$ cat config.mk
export PLATFORM = sky130hd
export DESIGN_NAME = uart_tx_serialiser
export DESIGN_NICKNAME = d
export VERILOG_FILES = /design/src/rtl/uart_pkg.sv /design/src/rtl/uart_baud_tick.sv /design/src/rtl/uart_tx_serialiser.sv
export SDC_FILE = /design/constraint.sdc
export NUM_CORES = 1
export LEC_CHECK = 0
export CAP_MARGIN = 40
export CORE_MARGIN = 5
export CORE_UTILIZATION = 30
export DETAILED_ROUTE_END_ITERATION = 10
export PLACE_DENSITY = 0.47
export SKIP_CTS_REPAIR_TIMING = 1
export SLEW_MARGIN = 20
export SYNTH_ARGS = -nofsm -noshare
export SYNTH_HDL_FRONTEND = slang
export SYNTH_SLANG_ARGS = --single-unit
$ cat constraint.sdc
create_clock -name clk -period 2.5 [get_ports clk]
set_clock_uncertainty 0.1 [all_clocks]
set_input_delay 0.25 -clock clk [delete_from_list [all_inputs] [get_ports clk]]
set_output_delay 0.25 -clock clk [all_outputs]
set_load 0.03 [all_outputs]
$ cat src/rtl/uart_pkg.sv
// Shared types and constants for the software-defined UART transmit and receive paths.
package uart_pkg;

    typedef enum logic [2:0] {
        IDLE,
        START,
        DATA,
        PARITY,
        STOP
    } tx_state_t;

    localparam int   DEFAULT_CLKS_PER_BIT = 434;
    localparam logic IDLE_LEVEL           = 1'b1;
    localparam logic START_LEVEL          = 1'b0;

endpackage

$ cat src/rtl/uart_baud_tick.sv
// Baud counter with synchronous restart: counts 0..CLKS_PER_BIT-1 and flags the last
// (bit_end) and second-to-last (pre_end) cycle of each bit period.
module uart_baud_tick
    import uart_pkg::*;
#(
    parameter int CLKS_PER_BIT = DEFAULT_CLKS_PER_BIT
) (
    input  logic clk,
    input  logic i_restart,
    output logic o_bit_end,
    output logic o_pre_end
);

    localparam int            CW   = $clog2(CLKS_PER_BIT);
    localparam logic [CW-1:0] LAST = CW'(CLKS_PER_BIT - 1);
    localparam logic [CW-1:0] PRE  = CW'(CLKS_PER_BIT - 2);

    logic [CW-1:0] r_count;

    // NOTE: sequential state uses non-blocking assignments so every register samples pre-edge values.
    always_ff @(posedge clk) begin
        if (i_restart || r_count == LAST) begin
            r_count <= '0;
        end else begin
            r_count <= r_count + 1'b1;
        end
    end

    assign o_bit_end = (r_count == LAST);
    assign o_pre_end = (r_count == PRE);

endmodule

$ cat src/rtl/uart_tx_serialiser.sv
// UART transmit serialiser: start bit, LSB-first data, optional parity, stop bits.
// Parity is compiled in only when UART_TX_PARITY_EN is defined.
module uart_tx_serialiser
    import uart_pkg::*;
#(
    parameter int DATA_WIDTH   = 8,
    parameter int CLKS_PER_BIT = DEFAULT_CLKS_PER_BIT,
    parameter int STOP_BITS    = 1,
    parameter int PARITY_ODD   = 0
) (
    input  logic                  clk,
    input  logic                  clear,
    input  logic [DATA_WIDTH-1:0] tx_data,
    input  logic                  tx_start,
    output logic                  tx_ready,
    output logic                  tx_busy,
    output logic                  tx_done,
    output logic                  txd
);

    localparam int            BW        = $clog2(DATA_WIDTH + 1);
    localparam logic [BW-1:0] LAST_DATA = BW'(DATA_WIDTH - 1);
    localparam logic [BW-1:0] LAST_STOP = BW'(STOP_BITS - 1);

    if (DATA_WIDTH < 5 || DATA_WIDTH > 9 || CLKS_PER_BIT < 2 ||
        (STOP_BITS != 1 && STOP_BITS != 2) || (PARITY_ODD != 0 && PARITY_ODD != 1)) begin : g_param_check
        $error("uart_tx_serialiser: illegal parameter value");
    end

    tx_state_t             r_state;
    logic [DATA_WIDTH-1:0] r_shift;
    logic [BW-1:0]         r_bit_cnt;
    logic                  r_txd;
    logic                  r_ready;
    logic                  r_busy;
    logic                  r_done;
`ifdef UART_TX_PARITY_EN
    logic                  r_parity;
`endif

    logic w_restart;
    logic w_bit_end;
    logic w_pre_end;

    // The baud counter is parked at zero while idle so the start bit gets a full period.
    assign w_restart = clear || (r_state == IDLE);

    uart_baud_tick #(
        .CLKS_PER_BIT(CLKS_PER_BIT)
    ) u_baud_tick (
        .clk      (clk),
        .i_restart(w_restart),
        .o_bit_end(w_bit_end),
        .o_pre_end(w_pre_end)
    );

    always_ff @(posedge clk) begin
        if (clear) begin
            r_state   <= IDLE;
            r_shift   <= '0;
            r_bit_cnt <= '0;
            r_txd     <= IDLE_LEVEL;
            r_ready   <= 1'b1;
            r_busy    <= 1'b0;
            r_done    <= 1'b0;
`ifdef UART_TX_PARITY_EN
            r_parity  <= 1'b0;
`endif
        end else begin
            r_done <= 1'b0;
            case (r_state)
                IDLE: begin
                    if (tx_start) begin
                        r_state   <= START;
                        r_shift   <= tx_data;
                        r_bit_cnt <= '0;
                        r_txd     <= START_LEVEL;
                        r_ready   <= 1'b0;
                        r_busy    <= 1'b1;
`ifdef UART_TX_PARITY_EN
                        r_parity  <= (^tx_data) ^ PARITY_ODD[0];
`endif
                    end
                end
                START: begin
                    if (w_bit_end) begin
                        r_state <= DATA;
                        r_txd   <= r_shift[0];
                    end
                end
                DATA: begin
                    if (w_bit_end) begin
                        if (r_bit_cnt == LAST_DATA) begin
                            r_bit_cnt <= '0;
`ifdef UART_TX_PARITY_EN
                            r_state   <= PARITY;
                            r_txd     <= r_parity;
`else
                            r_state   <= STOP;
                            r_txd     <= IDLE_LEVEL;
`endif
                        end else begin
                            r_bit_cnt <= r_bit_cnt + 1'b1;
                            r_shift   <= r_shift >> 1;
                            r_txd     <= r_shift[1];
                        end
                    end
                end
`ifdef UART_TX_PARITY_EN
                PARITY: begin
                    if (w_bit_end) begin
                        r_state <= STOP;
                        r_txd   <= IDLE_LEVEL;
                    end
                end
`endif
                STOP: begin
                    // tx_done is registered, so it is raised one cycle ahead of the final bit_end.
                    if (w_pre_end && r_bit_cnt == LAST_STOP) begin
                        r_done <= 1'b1;
                    end
                    if (w_bit_end) begin
                        if (r_bit_cnt == LAST_STOP) begin
                            r_state   <= IDLE;
                            r_bit_cnt <= '0;
                            r_ready   <= 1'b1;
                            r_busy    <= 1'b0;
                        end else begin
                            r_bit_cnt <= r_bit_cnt + 1'b1;
                        end
                    end
                end
                default: begin
                    r_state <= IDLE;
                    r_txd   <= IDLE_LEVEL;
                    r_ready <= 1'b1;
                    r_busy  <= 1'b0;
                end
            endcase
        end
    end

    assign txd      = r_txd;
    assign tx_ready = r_ready;
    assign tx_busy  = r_busy;
    assign tx_done  = r_done;

endmodule

Figure 1. Clock wires, drivers and flops.
Scale: 4 px per µm.
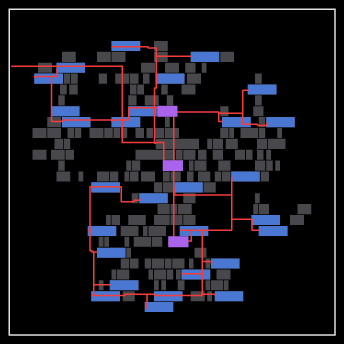
[flip-flops] blue | count: 28
[clock-net drivers] purple | count: 3
[clock wires] red | length: 406 µm
routed clock nets: 4
clock-net power: 0.364 mW
clk latency late pin: 0.28 ns
Clk pwr share: 39.5%

Figure 2. The metal 3 layer.
Scale: 6 px per µm.
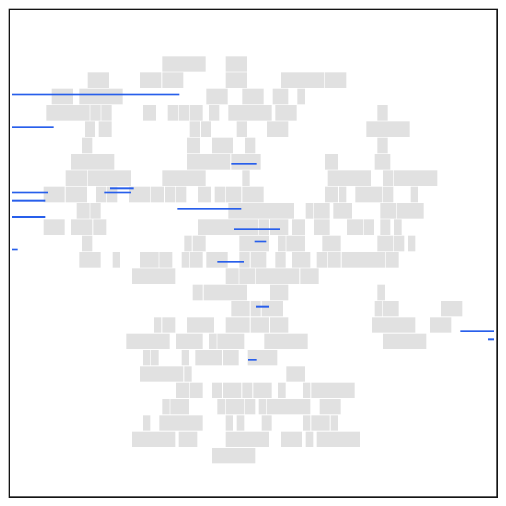
wire length on this layer: 95.5 µm
share of all routed wire: 3.0%
main direction: horizontal
nets with wire on the layer: 14
longest straight run: 27.6 µm
final WL: 3200 µm
via count: 1232
routing usage on met3: 2.11%

Figure 3. Routing congestion.
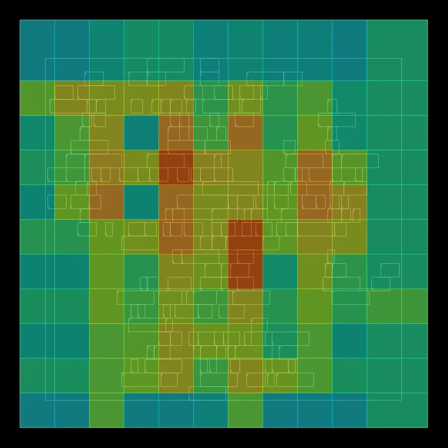
Final Util: 36.3%
GRT busiest layer: met2

==> run notes <==
fresh numbers from the pnr run: critical path cell sequence=ha_1 > and4bb_2 > a41oi_4 > or3_1 > a21oi_1, Chip Area=6570 µm², RR Startpoint=u_baud_tick.r_count[0], end point of the critical path=r_shift[6], R2R setup slack=0.60 ns, mapped cell area=1520 µm², # setup viols final=0, xor+xnor area frac=4.62%, Compound Share, Synth=19.0%, Layout area overhead=15.5%, Post-synth EDFFs=0, CTS tree=yes, cts bufs inserted=3, Die H=81.1 µm, Tightest Hold Check Type=reg -> reg, share of layout cells above drive strength 1=8.84%, reg-to-reg endpoint=r_shift[6], CTS Sinks=28, Worst-path clk slew=0.10 ns, CP required=2.61 ns, fin. max-slew vios=0, Top delay family on crit path=simple AND/OR/NAND/NOR gates, post-route setup TNS=0 ns, Final GP Congestion=0.727, global-route wire length before repair=5330 µm, fmax=527 MHz, Avg Cell Area, Syn=8.76 µm², Top cells excl fill/tap=dfxtp_1 (28), nor2_1 (18), clkdlybuf4s50_1 (14), Syn Nets=189, GR Overflow Total=0, Slew headroom=64.0%, Inserted Diodes=0, Crit Path Category=reg -> reg, Power Density=526 nW/µm², dpl cells=244, post-synthesis cell type count=48, delay of the slowest critical-path stage=0.42 ns, nets@finish=198, Lkg Pwr=0.573 nW, crit path DAT=2.01 ns, maximum vdd drop=0.192 mV, Adder Area Share=4.13%, WHS Path Cells=1, Top non-seq family=simple AND/OR/NAND/NOR gates, Tool Warnings=29, Yosys Chip Area=1520 µm², vias in the first global route=1121, Final ANT Viol Nets=0, endpoints failing hold=0, H-tree Lvls=1, Longest Clk Path Bufs=2, DRC viols=0, R2R cell count=5, DRT iter0 DRCs=61, hpwl dp=2350 µm, actual slew at the worst max-slew pin=0.539 ns, routed vias/inst=4.97, fin crit period=1.90 ns, yosys simple share=22.5%, Synth Seq Share=37.0%, Crit. End Element=flop, Yosys Instances=173, largest net degree at the start of global routing=17, status=finished clean, Worst Setup SP=u_baud_tick.r_count[0], Critical Path Fanout Max=15, final worst-path cycle share=75.9%, Rows=25, Cells after Synth=173, Multiplexer share=5.28%, Post-synth ARST share=0%
Figure 4. Placement density heat map.
Scale: 4 px per µm. 8 x 8 tiles, from dark blue (low) to red (high), 0 to 100% covered.
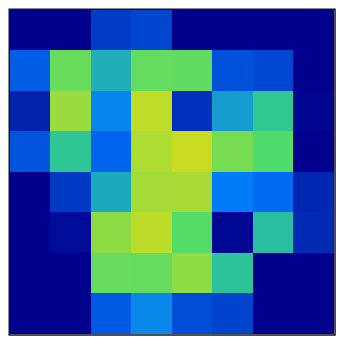
fullest tile: 68%
nearly empty tiles: 31%
densest ninth of the die: center
Init Core Util: 31.5%
core box area: 4820 µm²

Figure 5. Wires at chosen ports, followed through buffers.
Scale: 3 px per µm.
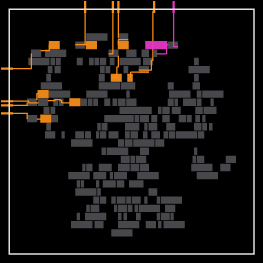
| port | color | bits | direction | edge | end cells | wire |
|---|---|---|---|---|---|---|
| `tx_data` | orange | 8 | input | 4 north, 4 west | 8 | 138 µm |
| `txd` | magenta | 1 | output | north | 1 | 20.1 µm |
I/O Pins: 15
port bufs: 14

-- layout make-up --
cell class              instances  area (µm²)
repair buffers                 16         155
fillers                       524        3070
clock inverters                 1        30.0
well taps                      67        83.8
inverters                      10        37.5
clock buffers                   3        41.3
multi-input cells             123         842
flip-flops and latches         28         561
-- worst min path at each step --
stage	startpoint	end	slack (ns)
2_1_floorplan	tx_data[7]	r_shift[7]	0.31
3_3_place_gp	tx_ready	tx_ready	0.34
3_5_place_dp	tx_ready	tx_ready	0.35
4_1_cts	tx_ready	tx_ready	0.37
5_1_grt	tx_ready	tx_ready	0.40
6_report	tx_ready	tx_ready	0.36
-- through the flow --
stage                     instance area (µm²)  worst slack [ns]  utilization [%]  hold WS [ns]  power (mW)
after floorplan                          1520             0.719                -         0.312       0.534
after global placement                   1680             0.588             34.9         0.337       0.567
after detailed placement                 1680             0.574             34.9         0.348       0.568
after CTS                                1750             0.601             36.3         0.373       0.936
after global routing                     1750             0.429             36.3         0.402       0.974
final                                    1750             0.601             36.3         0.362       0.921
-- sequential cells by signal, indices dropped and copies added (netlist names) --
signal               cells
u_baud_tick.r_count      9
r_shift                  8
r_bit_cnt                4
r_state                  3
tx_busy                  1
tx_done                  1
tx_ready                 1
txd                      1
-- kinds of logic after synthesis --
| group | after synthesis |
|---|---|
| xor gates and xnor gates | 8 |
| adders and majority gates | 5 |
| and+or+nand+nor | 60 |
| muxes | 8 |
| buffers and inverters | 22 |
| AOI/OAI and AO/OA | 42 |
| DFF | 28 |
-- cell usage after synthesis (4+ instances only) --
library cell	count	area share, %
a21oi_1	13	4.3
clkbuf_1	4	0.99
dfxtp_1	28	37
ha_1	5	4.1
inv_1	10	2.5
mux2i_1	8	5.3
nand3_1	11	3.6
nor2_1	18	4.5
o21ai_0	10	3.3
or3_1	8	3.3
xnor2_1	5	2.9
-- power breakdown --
part           leakage [nW]  total (mW)  switching (mW)  internal, mW
logic                 0.309      0.0865          0.0443        0.0422
clock network        0.0357       0.364           0.149         0.215
registers             0.228       0.471          0.0109         0.460
-- per-layer routing --
layer	global-route usage, %	share of wire (%)	up-vias
met1	13.6	50	571
li1	-	-	634
met3	2.11	3.0	5
met4	4.05	1.6	0
met2	16.3	45	22
met5	0	0	-
Power and IR drop assume default switching activity.
